<file path="src/rtl/wb_regfile_pkg.sv">
// Shared sizing constants for the write-back stage and register file.
// The fixed zero register index lives here so every consumer agrees on it.
package wb_regfile_pkg;

    localparam int          DATA_W   = 32;
    localparam int          ADDR_W   = 5;
    localparam int          NUM_REGS = 32;
    localparam int unsigned ZERO_REG = 0;

    // A register write only takes effect when enabled and not aimed at R0.
    function automatic logic is_commit(input logic reg_w, input logic addr_is_zero);
        return reg_w && !addr_is_zero;
    endfunction

endpackage

</file>
<file path="src/rtl/wb_regfile_regfile_2r1w.sv">
// Two-read / one-write architectural register storage with async reset.
// R0 always reads as zero and is never written.
module wb_regfile_regfile_2r1w
    import wb_regfile_pkg::*;
#(
    parameter int DATA_W   = wb_regfile_pkg::DATA_W,
    parameter int ADDR_W   = wb_regfile_pkg::ADDR_W,
    parameter int NUM_REGS = wb_regfile_pkg::NUM_REGS
) (
    input  logic              clk,
    input  logic              rst,
    input  logic              we,
    input  logic [ADDR_W-1:0] waddr,
    input  logic [DATA_W-1:0] wdata,
    input  logic [ADDR_W-1:0] raddr_a,
    input  logic [ADDR_W-1:0] raddr_b,
    output logic [DATA_W-1:0] rdata_a,
    output logic [DATA_W-1:0] rdata_b
);

    logic [DATA_W-1:0] regs [NUM_REGS];

    // Storage update: cleared on reset, single write port otherwise.
    always_ff @(posedge clk or posedge rst) begin
        if (rst) begin
            for (int i = 0; i < NUM_REGS; i++) begin
                regs[i] <= {DATA_W{1'b0}};
            end
        end else if (we && (waddr != ADDR_W'(ZERO_REG))) begin
            regs[waddr] <= wdata;
        end else begin
            regs <= regs;
        end
    end

    // Read ports with R0 masked to zero regardless of storage contents.
    always_comb begin
        rdata_a = {DATA_W{1'b0}};
        rdata_b = {DATA_W{1'b0}};
        if (raddr_a != ADDR_W'(ZERO_REG)) begin
            rdata_a = regs[raddr_a];
        end else begin
            rdata_a = {DATA_W{1'b0}};
        end
        if (raddr_b != ADDR_W'(ZERO_REG)) begin
            rdata_b = regs[raddr_b];
        end else begin
            rdata_b = {DATA_W{1'b0}};
        end
    end

endmodule

</file>
<file path="src/rtl/wb_regfile.sv">
// Write-back stage: selects load vs ALU data, commits it to the register file,
// bypasses same-cycle writes to the ID read ports and keeps a debug write trace.
module wb_regfile
    import wb_regfile_pkg::*;
#(
    parameter int DATA_W   = wb_regfile_pkg::DATA_W,
    parameter int ADDR_W   = wb_regfile_pkg::ADDR_W,
    parameter int NUM_REGS = wb_regfile_pkg::NUM_REGS
) (
    input  logic              clk,
    input  logic              rst,
    input  logic [DATA_W-1:0] Mem_r_data_in,
    input  logic [DATA_W-1:0] ALU_result_in,
    input  logic [ADDR_W-1:0] Rd_addr_in,
    input  logic              Reg_w_in,
    input  logic              Mem_to_reg_in,
    input  logic [ADDR_W-1:0] Rs_addr,
    input  logic [ADDR_W-1:0] Rt_addr,
    output logic [DATA_W-1:0] Rs_data,
    output logic [DATA_W-1:0] Rt_data,
    output logic [DATA_W-1:0] Wb_data_out,
    output logic [31:0]       Wb_count,
    output logic [ADDR_W-1:0] Last_w_addr,
    output logic [DATA_W-1:0] Last_w_data
);

    logic              commit;
    logic [DATA_W-1:0] store_rs;
    logic [DATA_W-1:0] store_rt;
    logic [31:0]       count_r;
    logic [ADDR_W-1:0] last_addr_r;
    logic [DATA_W-1:0] last_data_r;

    assign Wb_data_out = Mem_to_reg_in ? Mem_r_data_in : ALU_result_in;
    assign commit      = is_commit(Reg_w_in, Rd_addr_in == ADDR_W'(ZERO_REG));

    wb_regfile_regfile_2r1w #(
        .DATA_W   (DATA_W),
        .ADDR_W   (ADDR_W),
        .NUM_REGS (NUM_REGS)
    ) u_regs (
        .clk     (clk),
        .rst     (rst),
        .we      (commit),
        .waddr   (Rd_addr_in),
        .wdata   (Wb_data_out),
        .raddr_a (Rs_addr),
        .raddr_b (Rt_addr),
        .rdata_a (store_rs),
        .rdata_b (store_rt)
    );

    // Same-cycle bypass so ID sees a value being written back this cycle.
    always_comb begin
        Rs_data = store_rs;
        Rt_data = store_rt;
        if (commit && (Rs_addr == Rd_addr_in)) begin
            Rs_data = Wb_data_out;
        end else begin
            Rs_data = store_rs;
        end
        if (commit && (Rt_addr == Rd_addr_in)) begin
            Rt_data = Wb_data_out;
        end else begin
            Rt_data = store_rt;
        end
    end

    // Commit counter and last-write record for trace.
    always_ff @(posedge clk or posedge rst) begin
        if (rst) begin
            count_r     <= 32'd0;
            last_addr_r <= {ADDR_W{1'b0}};
            last_data_r <= {DATA_W{1'b0}};
        end else if (commit) begin
            count_r     <= count_r + 32'd1;
            last_addr_r <= Rd_addr_in;
            last_data_r <= Wb_data_out;
        end else begin
            count_r     <= count_r;
            last_addr_r <= last_addr_r;
            last_data_r <= last_data_r;
        end
    end

    assign Wb_count    = count_r;
    assign Last_w_addr = last_addr_r;
    assign Last_w_data = last_data_r;

endmodule
</file>
<file path="config.mk">
export PLATFORM = sky130hd
export DESIGN_NAME = wb_regfile
export DESIGN_NICKNAME = d
export VERILOG_FILES = /design/src/rtl/wb_regfile_pkg.sv /design/src/rtl/wb_regfile_regfile_2r1w.sv /design/src/rtl/wb_regfile.sv
export SDC_FILE = /design/constraint.sdc
export NUM_CORES = 2
export LEC_CHECK = 0
export ABC_CLOCK_PERIOD_IN_PS = 48100
export CAP_MARGIN = 10
export CORE_MARGIN = 2
export CORE_UTILIZATION = 38
export DETAILED_ROUTE_END_ITERATION = 8
export PLACE_DENSITY_LB_ADDON = 0.05
export SETUP_SLACK_MARGIN = 0.3
export SYNTH_ARGS = -nofsm -noshare
export SYNTH_HDL_FRONTEND = slang
export SYNTH_SLANG_ARGS = --single-unit
</file>
<file path="constraint.sdc">
create_clock -name clk -period 48.1 [get_ports clk]
set_clock_uncertainty 0.05 [all_clocks]
set_input_delay 9.62 -clock clk [delete_from_list [all_inputs] [get_ports clk]]
set_output_delay 9.62 -clock clk [all_outputs]
set_load 0.05 [all_outputs]
</file>
Placement view:
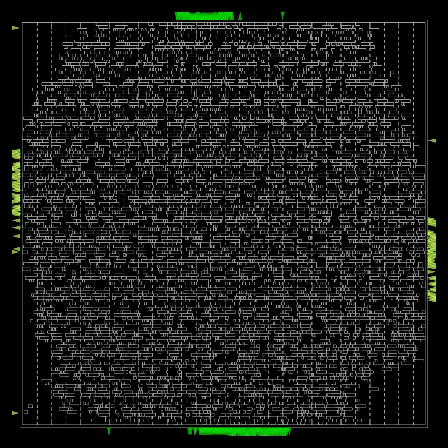
Site Rows: 141
fin cells: 7165
Final Util: 43.97%
core footprint: 147300 sq um
fillers: 13990

Pin placement:
(1 px per um) Pins as bars across the die edge, other pins in grey.
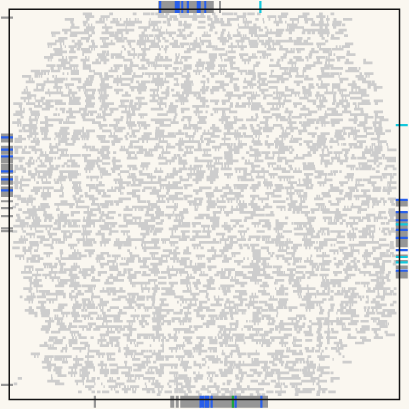
| colour | port | pins | direction | edge |
|---|---|---|---|---|
| blue | Rs_data | 32 | output | 10 top, 9 bottom, 7 right, 6 left |
| cyan | Rs_addr | 5 | input | 4 right, 1 top |
| green | Mem_to_reg_in | 1 | input | bottom |
all pins by edge: 98 bottom, 61 top, 45 right, 44 left

==> qor.yml <==
detailed_routing:
  viasPerCell: 5.803
  met1_length_um: 96230
  drcViolationCount: 0
  wirelength_um: 206200
  drt_iter0_drc: 3400
  vias: 41580
  met3_length_um: 9292
floorplan:
  chipHeight_um: 388.8
  ios: 248
  dieArea_sq_um: 151100
  n_tap_cell: 1930
worst_setup_path:
  crit_start: "Rt_addr[0]"
  max_stage_delay_ns: 0.83
  worstPathCellList: "buf_8, buf_4, buf_12, buf_4, mux4_2, a22oi_1, a211oi_1, or4b_1, clkdlybuf4s50_1"
  required_ns: 38.43
  arrival_ns: 14.93
  critPathSlowestCell: "buf_4"
  startpoint_type: "input pin"
  endpoint: "Rt_data[2]"
  worst-r2r-setup-slack_ns: 45.63
  cpMostUsedCell: "buf_4"
cts:
  cts_tree: "done"
  ctsResizeCount: 0
  cts-root-buf: "clkbuf_16"
  h-tree-depth: 4
  clock_path_buffers: 3
  clk_latency_ns: 0.77
  cts_sinks: 1093
final_layout:
  stdcell_area_sq_um: 64770
  regArea_sq_um: 27350
  nNonClkInverters: 36
  clock_area_share_pct: 6.720
  comb_share_pct: 41.88
  largest_cell_class: "flip-flops and latches"
  comb_cells: 3510
  areaGrowthSynthToFinish_pct: 15.14
  buf_share_pct: 5.214
place:
  port_buffers: 247
  placed_area_sq_um: 60420
  dpl.hpwl_um: 116000
  gp_congestion: 0.7868
power:
  p_total_mw: 2.934
  switching_power_mw: 0.9215
  sw_frac_of_total_pct: 31.41
  clkPwrFrac_pct: 34.6
  p_leak_nw: 27.37
final_timing:
  clock.fmax_mhz: 40.65
  finalHoldViolations: 0
  final_max_slew_viol_count: 0
  relSlewSlack_pct: 19.34
  finalSetupViolCount: 0
  tns_ns: 0
  timing.final.crit_share_pct: 51.14
  rsz0062_at_grt: "false"
synth:
  ys_cells: 5191
  simple_gate_share_pct: 9.615
  common_cells: "dfrtp_1, nand2_1, o21ai_0"
  synth_top_area_share_pct: 48.62
  xor_area_share_pct: 0.6383
  ys_area_sq_um: 56260
  most_common_cell: "dfrtp_1"
  synth_cells: 5191
  async_reset_ff_share_pct: 100.0
global_route:
  grt.busiest_layer: "met2"
  grt_overflow: 0
outcome:
  status: "finished, final reports clean"
Wires at chosen ports, followed through buffers:
(1 px per um)
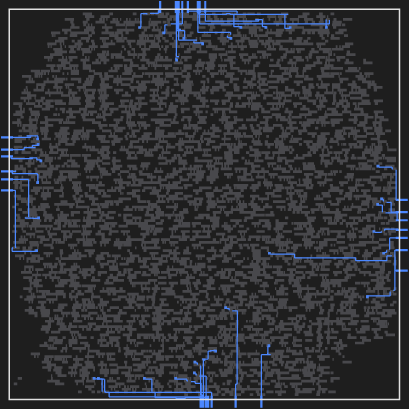
| colour | port | bits | direction | edge | end cells | buffers | wire |
|---|---|---|---|---|---|---|---|
| blue | Rs_data | 32 | output | 10 top, 9 bottom, 7 right, 6 left | 32 | 32 | 2050 um |

-- power groups by stage --
stage               combinational, mW  sequential [mW]  clock (mW)
finish                          0.671             1.25        1.02
CTS                             0.675             1.24        1.04
floorplan                       0.479             1.24           0
detailed placement              0.673             1.26           0
global route                    0.735             1.27        1.08
global placement                0.665             1.26           0
-- how the worst min path moves through the flow --
stage,startpoint,endpoint,slack [ns],cells after the start
2_1_floorplan,u_regs.regs[1022]$_DFFE_PP0P_,u_regs.regs[1022]$_DFFE_PP0P_,0.39,1
3_3_place_gp,u_regs.regs[1003]$_DFFE_PP0P_,u_regs.regs[1003]$_DFFE_PP0P_,0.33,0
3_5_place_dp,u_regs.regs[1017]$_DFFE_PP0P_,u_regs.regs[1017]$_DFFE_PP0P_,0.34,0
4_1_cts,u_regs.regs[1003]$_DFFE_PP0P_,u_regs.regs[1003]$_DFFE_PP0P_,0.35,0
5_1_grt,u_regs.regs[1003]$_DFFE_PP0P_,u_regs.regs[1003]$_DFFE_PP0P_,0.35,0
6_report,u_regs.regs[1017]$_DFFE_PP0P_,u_regs.regs[1017]$_DFFE_PP0P_,0.35,0
-- cells in the final DEF, fill, tap and decap left out, drive strengths merged, types with 32 or more instances in the layout --
master and instances:
mux2i 282, mux4 420, inv 42, o21ai 674, a211oi 33, mux2 32
a221oi 124, nor2 444, o211ai 34, a22oi 63, dfrtp 1093, nand2 713
a22o 32, a21oi 418, clkdlybuf4s50 238, clkbuf 203, nor3 37, buf 120
-- registers in the layout, summed over array words and instances (netlist names) --
name and flops:
Last_w_data 32, u_regs.regs 1024, Wb_count 32, Last_w_addr 5
-- critical path, delay by kind of cell --
kind            cells  cell delay [ns]
buf+inv             5             3.43
mux                 1             0.60
simple gates        1             0.60
compound gates      2             0.36
Power is estimated from default activity; no workload was simulated.
